==> config.mk <==
export PLATFORM = sky130hd
export DESIGN_NAME = ex_mem_stage_flat
export DESIGN_NICKNAME = d
export VERILOG_FILES = /design/src/rtl/pipe_pkg.sv /design/src/rtl/ex_mem_stage_if.sv /design/src/rtl/branch_resolve.sv /design/src/rtl/ex_mem_stage.sv /design/src/flat_wrapper.sv
export SDC_FILE = /design/constraint.sdc
export NUM_CORES = 1
export LEC_CHECK = 0
export ABC_AREA = 1
export CAP_MARGIN = 10
export CORE_MARGIN = 10
export CORE_UTILIZATION = 52
export CTS_BUF_LIST = sky130_fd_sc_hd__clkbuf_2 sky130_fd_sc_hd__clkbuf_4 sky130_fd_sc_hd__clkbuf_8
export DETAILED_ROUTE_END_ITERATION = 10
export PLACE_DENSITY = 0.84
export SETUP_SLACK_MARGIN = 0.5
export SYNTH_ARGS = -nofsm -noshare
export SYNTH_HDL_FRONTEND = slang
export SYNTH_SLANG_ARGS = --single-unit
==> constraint.sdc <==
create_clock -name clk -period 6.6 [get_ports clk]
set_clock_uncertainty 0.1 [all_clocks]
set_input_delay 0.99 -clock clk [delete_from_list [all_inputs] [get_ports clk]]
set_output_delay 0.99 -clock clk [all_outputs]
set_load 0.01 [all_outputs]
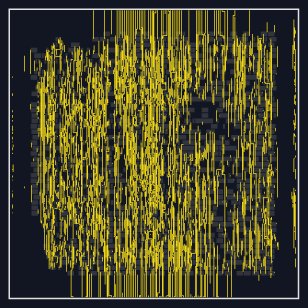
Run 1: M2 wires
(2 px per micron) Cells faint in the background.
wire length on this layer: 13500 microns
share of all routed wire: 47%
met2 Use GR: 44.6%
Routed WL: 28.5 mm
via count: 8736

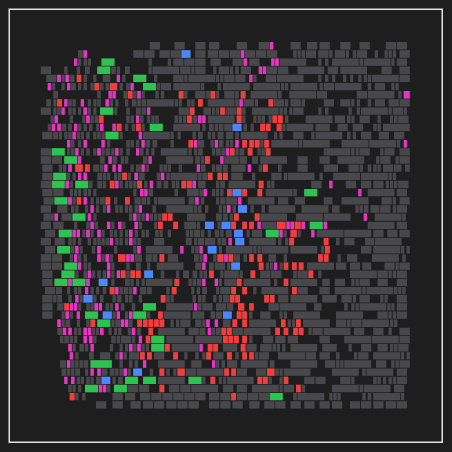
Run 1: selected gate families
(3 px per micron)
legend:
  inverters:
    colour: magenta
    cells: 177
  inverting AOI/OAI gates:
    colour: red
    cells: 148
  adder and majority cells:
    colour: green
    cells: 36
  XOR/XNOR gates:
    colour: blue
    cells: 17
dominant logic cell type in the layout: nand2_1
Final Non-Filler Cells: 1671
combinational fraction of the cell area: 40.4%

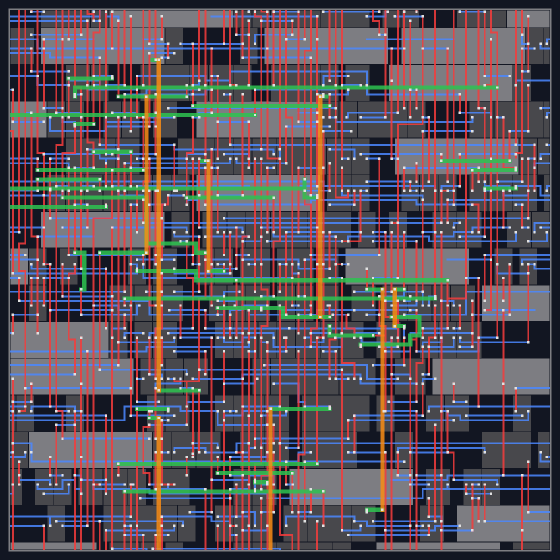
Run 1: close-up of the layout
Window x 52 to 92, y 81 to 121 microns. Cells in grey, sequential cells in the stronger grey; small squares are vias.
legend:
  met3:
    colour: green
  met2:
    colour: red
  met4:
    colour: orange
  met1:
    colour: blue
cells with their middle in the window: 169
most frequent: nand2_1 (63), a21oi_1 (21), dfrtp_1 (16)
sequential cells in the window: 16

==> Changelog: implementation, run 1 <==
## Flow update

- Outcome: finished with violations
- Violated checks: DRC
- Hold_buf cts: 0
- Row cnt: 45
- # diodes: 0
- I/O pins: 253
- Post-synthesis async set-or-reset flop share: 100%
- Final ANT Viol Nets: 0
- Global route hottest layer: met2
- Yosys stat cell total: 1246
- Total Neg Setup Slack: 0 ns
- Library cells used by synthesis: 37
- First drt pass iteration count: 8
- Tot Pwr: 2.32 mW
- Hold Path Class: reg2reg
- Port-buffer cells: 252
- Synth warn: 0
- Layout cell share with drive strength beyond 1: 3.78%
- Hold Crit Depth: 1
- CP max FO: 34
- Sequential cell area: 0.00280 sq mm
- Post-synthesis net count: 1426
- Synth Cell Area: 0.00798 sq mm
- RSZ-0062 raised after global routing: false
- Worst setup EP type: flip-flop
- DRC errors left: 2
- Final Max Tran Viols: 0
- Post-CTS setup buffer count: 0
- Met3 Track Usage GR: 4.72%
- Gpl congestion: 0.967
- Final Util: 71.5%
- First-pass GRT wire length: 43.8 mm
- Crit Path Class: in2reg
- Final hold vios: 0
- Post-DP HPWL: 23.2 mm
- Root Buffer: clkbuf_8
run 1: stage by stage:
step / hold slack, ns / area [sq um]
after global placement: 0.348 / 10600
after CTS: 0.372 / 10800
after floorplan: 0.335 / 7980
after global routing: 0.399 / 10800
after detailed placement: 0.358 / 10600
final: 0.386 / 10800
run 1: layer usage:
| layer | vias up | wire length, microns |
|---|---|---|
| met5 | - | 0 |
| met4 | 0 | 767 |
| met3 | 49 | 2470 |
| met2 | 366 | 13500 |
| met1 | 3997 | 11800 |
| li1 | 4324 | - |
run 1: layout by cell type, fill, tap and decap left out, drive strengths merged:
master and n:
nand2 512, clkdlybuf4s50 251, inv 179, dfrtp 112, nor2 109, a21oi 103, nand3 68, ha 35
o21ai 35, nor3 13, xor2 12, clkbuf 9, nand3b 5, nand4 5, xnor2 5, buf 5
or2 4, a22o 3, o22ai 3, o21bai 3, clkinvlp 3, o211ai 2, a21o 1, a32oi 1
a31oi 1, and2 1, nor4 1, fa 1, clkinv 1
run 1: cell usage after synthesis, types with 2 or more instances:
master / count / area, sq um
nand2_1: 500 / 1880
inv_1: 173 / 649
dfrtp_1: 112 / 2800
a21oi_1: 103 / 515
nor2_1: 100 / 375
nand3_1: 65 / 325
ha_1: 35 / 438
o21ai_0: 27 / 135
clkbuf_1: 17 / 63.8
nand2_2: 12 / 75.1
xor2_1: 12 / 105
nor3_1: 9 / 45.0
buf_1: 8 / 30.0
o21ai_1: 8 / 40.0
buf_2: 7 / 35.0
nand3b_1: 5 / 37.5
nand4_1: 5 / 31.3
nor2_4: 5 / 56.3
xnor2_1: 5 / 43.8
inv_2: 4 / 15.0
nor2_2: 4 / 25.0
nor3_2: 4 / 40.0
a22o_1: 3 / 26.3
o21bai_1: 3 / 22.5
o22ai_1: 3 / 18.8
or2_2: 3 / 18.8
buf_4: 2 / 15.0
nand3_2: 2 / 20.0
o211ai_1: 2 / 15.0
run 1: final cells by class:
| type | count | share of cell area [%] |
|---|---|---|
| clock buffers | 9 | 1.15 |
| clock inverters | 6 | 0.498 |
| inverters | 177 | 6.18 |
| multi-input cells | 923 | 40.4 |
| flip-flops and latches | 112 | 26.0 |
| well taps | 188 | 2.18 |
| repair buffers | 256 | 23.6 |
run 1: power by group:
group          total [mW]  internal (mW)  switching, mW  leakage (nW)
Sequential          0.935          0.838         0.0975          1.36
Combinational       0.997          0.484          0.513          4.21
Clock               0.391          0.141          0.249        0.0814
run 1: critical path: stages:
cell and delay, ns:
clkdlybuf4s50_1 0.42, buf_4 0.26, nor2_4 0.63, nand2_1 0.10, nand2_1 0.54, inv_2 0.33, nor2_1 0.21, inv_1 0.09
a31oi_1 0.17
run 1: logic make-up (layout without fill, tap and decap cells):
group / Yosys count / after routing / share of synthesized area (%)
AND/OR/NAND/NOR: 718 / 718 / 37.1
buffers and inverters: 211 / 448 / 10.1
AND-OR/OR-AND: 152 / 152 / 9.98
flip-flops: 112 / 112 / 35.1
adder cells (fa/ha/maj): 36 / 36 / 5.74
XOR/XNOR: 17 / 17 / 1.87
Run 1, track usage over the die:
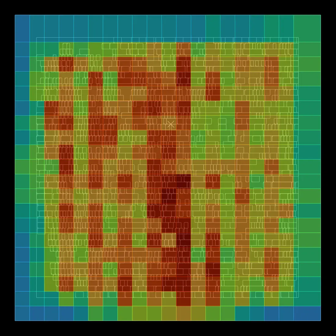

==> run 2, diff against run 1 <==
--- a/config.mk
+++ b/config.mk
@@ -8,10 +8,10 @@
 export ABC_AREA = 1
 export CAP_MARGIN = 10
 export CORE_MARGIN = 10
-export CORE_UTILIZATION = 52
+export CORE_UTILIZATION = 44
 export CTS_BUF_LIST = sky130_fd_sc_hd__clkbuf_2 sky130_fd_sc_hd__clkbuf_4 sky130_fd_sc_hd__clkbuf_8
 export DETAILED_ROUTE_END_ITERATION = 10
-export PLACE_DENSITY = 0.84
+export PLACE_DENSITY = 0.76
 export SETUP_SLACK_MARGIN = 0.5
 export SYNTH_ARGS = -nofsm -noshare
 export SYNTH_HDL_FRONTEND = slang
==> constraint.sdc (replaced) <==
create_clock -name clk -period 3 [get_ports clk]
set_clock_uncertainty 0.1 [all_clocks]
set_input_delay 0.45 -clock clk [delete_from_list [all_inputs] [get_ports clk]]
set_output_delay 0.45 -clock clk [all_outputs]
set_load 0.01 [all_outputs]
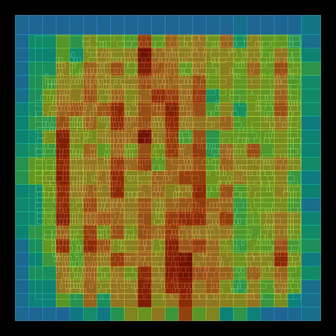
Run 2: track usage over the die
Final Util: 62.1%
global-route usage over all layers: 23.8%

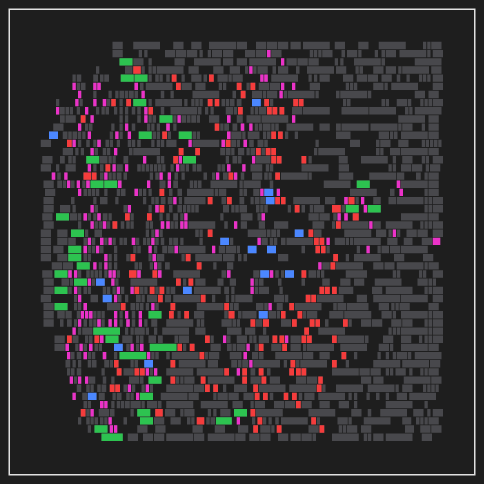
Run 2: selected gate families
(3 px per micron)
legend:
  XOR/XNOR gates:
    colour: blue
    cells: 17
  inverters:
    colour: magenta
    cells: 177
  inverting AOI/OAI gates:
    colour: red
    cells: 148
  adder and majority cells:
    colour: green
    cells: 36
Final Non-Filler Cells: 1733
combinational fraction of the cell area: 39.8%

==> Changelog: implementation, run 2 <==
## Flow update

- Outcome: finished, final reports clean
- Largest cells by area after synthesis: dfrtp_1, nand2_1, inv_1
- Clk Latency, worst-skew pair: 0.36 ns
- WP depth: 14
- CP top delay family: simple AND/OR/NAND/NOR gates
- Fmax: 417 MHz
- Row cnt: 49
- Library cells used by synthesis: 37
- Final ANT Viol Nets: 0
- CP max FO: 4
- Crit Path Class: in2reg
- Hold Crit Depth: 4
- Synth warn: 0
- CP max stage cell: clkdlybuf4s50_1
- Final Max Tran Viols: 0
- Largest area contributor in the synthesized netlist: dfrtp_1
- Crit-path cells: clkdlybuf4s50_1 -> ha_2 -> inv_1 -> fa_1 -> inv_1 -> nand2_1 -> nand3_2 -> nand2_1 -> nand2_1 -> nand2_1 -> nand3_1 -> nand3_1 -> nand2_1 -> nand2_1
- # diodes: 0
- First drt pass iteration count: 5
- Post-synthesis async set-or-reset flop share: 100%
- CP peak stage delay: 0.50 ns
- Dominant logic cell type in the layout: nand2_1
- Log Warnings: 27
- Most instantiated logic cells after routing: nand2_1, clkdlybuf4s50_1, inv_1
- Port-buffer cells: 252
- I/O pins: 253
- First-pass GRT wire length: 45.6 mm
- Tot Pwr: 5.23 mW
- Worst Path Buf+Inv: 3
- Gpl congestion: 0.955
- Setup violators final: 0
- Cell with the most instances after synthesis: nand2_1
- Root Buffer: clkbuf_8
- Most frequent cells after synthesis: nand2_1, inv_1, dfrtp_1
- Hold_buf cts: 0
- Yosys stat cell total: 1246
- Fp util: 44.6%
- Hold Path Class: in2reg
- Worst setup EP type: flip-flop
- Post-DP HPWL: 24.4 mm
- Worst setup SP type: input port
- RSZ-0062 raised after global routing: false
- Total Neg Setup Slack: 0 ns
- Top area contributor share: 35.1%
- Post-synthesis net count: 1426
- Crit path top cell by count: nand2_1
- Die Y: 155 microns
- DRC errors left: 0
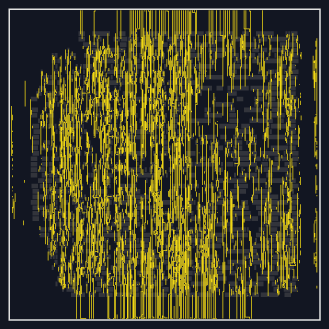
Run 2: M2 wires
(2 px per micron) Cells faint in the background.
nets with wire on the layer: 1316
share of all routed wire: 47%
Routed WL: 29.5 mm
via count: 8657
met2 Use GR: 39.2%

-- run 2: netlist changes by cell type in the layout (fill, tap and decap cells not counted), sizes merged --
cell / delta
dlymetal6s2s: +2
clkdlybuf4s50: -2
buf: +20
clkinvlp: -2
clkinv: +3
-- run 2: cell type report --
class / instances / area [sq um]
clock buffer: 9 / 124
clock inverter: 7 / 75.1
fill: 1702 / 6790
inverter: 177 / 668
multi-input combinational: 923 / 4420
sequential: 112 / 2800
tap: 229 / 287
timing repair buffer: 276 / 2740
-- run 2: repair_timing --
action | in CTS | in global routing
setup buffers | 0 | 2
endpoints found under the setup margin | 0 | 11
gates resized | 0 | 9
-- run 2: kinds of logic (layout without fill, tap and decap cells) --
logic type                 count (synthesis)  count (layout)  synth area share [%]
DFF                                      112             112                  35.1
buffers and inverters                    211             469                  10.1
xor gates and xnor gates                  17              17                  1.87
AOI/OAI and AO/OA                        152             152                  9.98
and+or+nand+nor                          718             718                  37.1
adders and majority gates                 36              36                  5.74
-- run 2: tightest hold or removal path: cells and delay by family --
kind	cells	cell delay (ns)
AND/OR/NAND/NOR	2	0.14
buffers and inverters	2	0.14
-- run 2: per-layer routing --
metal,part of all wire (%),global-route usage (%)
met3,7.4,3.74
met4,2.0,6.52
met2,47,39.2
met1,43,31.7
met5,0,0
-- run 2: per-stage QoR --
| stage | cell area, sq um | setup slack [ns] | hold slack [ns] | instances | utilization (%) |
|---|---|---|---|---|---|
| 6_report | 11100 | 0.599 | 0.289 | 1733 | 62.1 |
| 3_3_place_gp | 10800 | 0.203 | 0.343 | 1715 | 60.6 |
| 5_1_grt | 11100 | 0.495 | 0.280 | 1733 | 62.1 |
| 3_5_place_dp | 10800 | 0.149 | 0.350 | 1715 | 60.6 |
| 2_1_floorplan | 7980 | 0.970 | 0.335 | 1246 | - |
| 4_1_cts | 11000 | 0.558 | 0.275 | 1731 | 61.7 |
-- run 2: power breakdown --
part / switching, mW / internal, mW
registers: 0.204 / 1.84
clock network: 0.595 / 0.329
logic: 1.16 / 1.11
total: 1.96 / 3.28
Power is estimated from default activity; no workload was simulated.
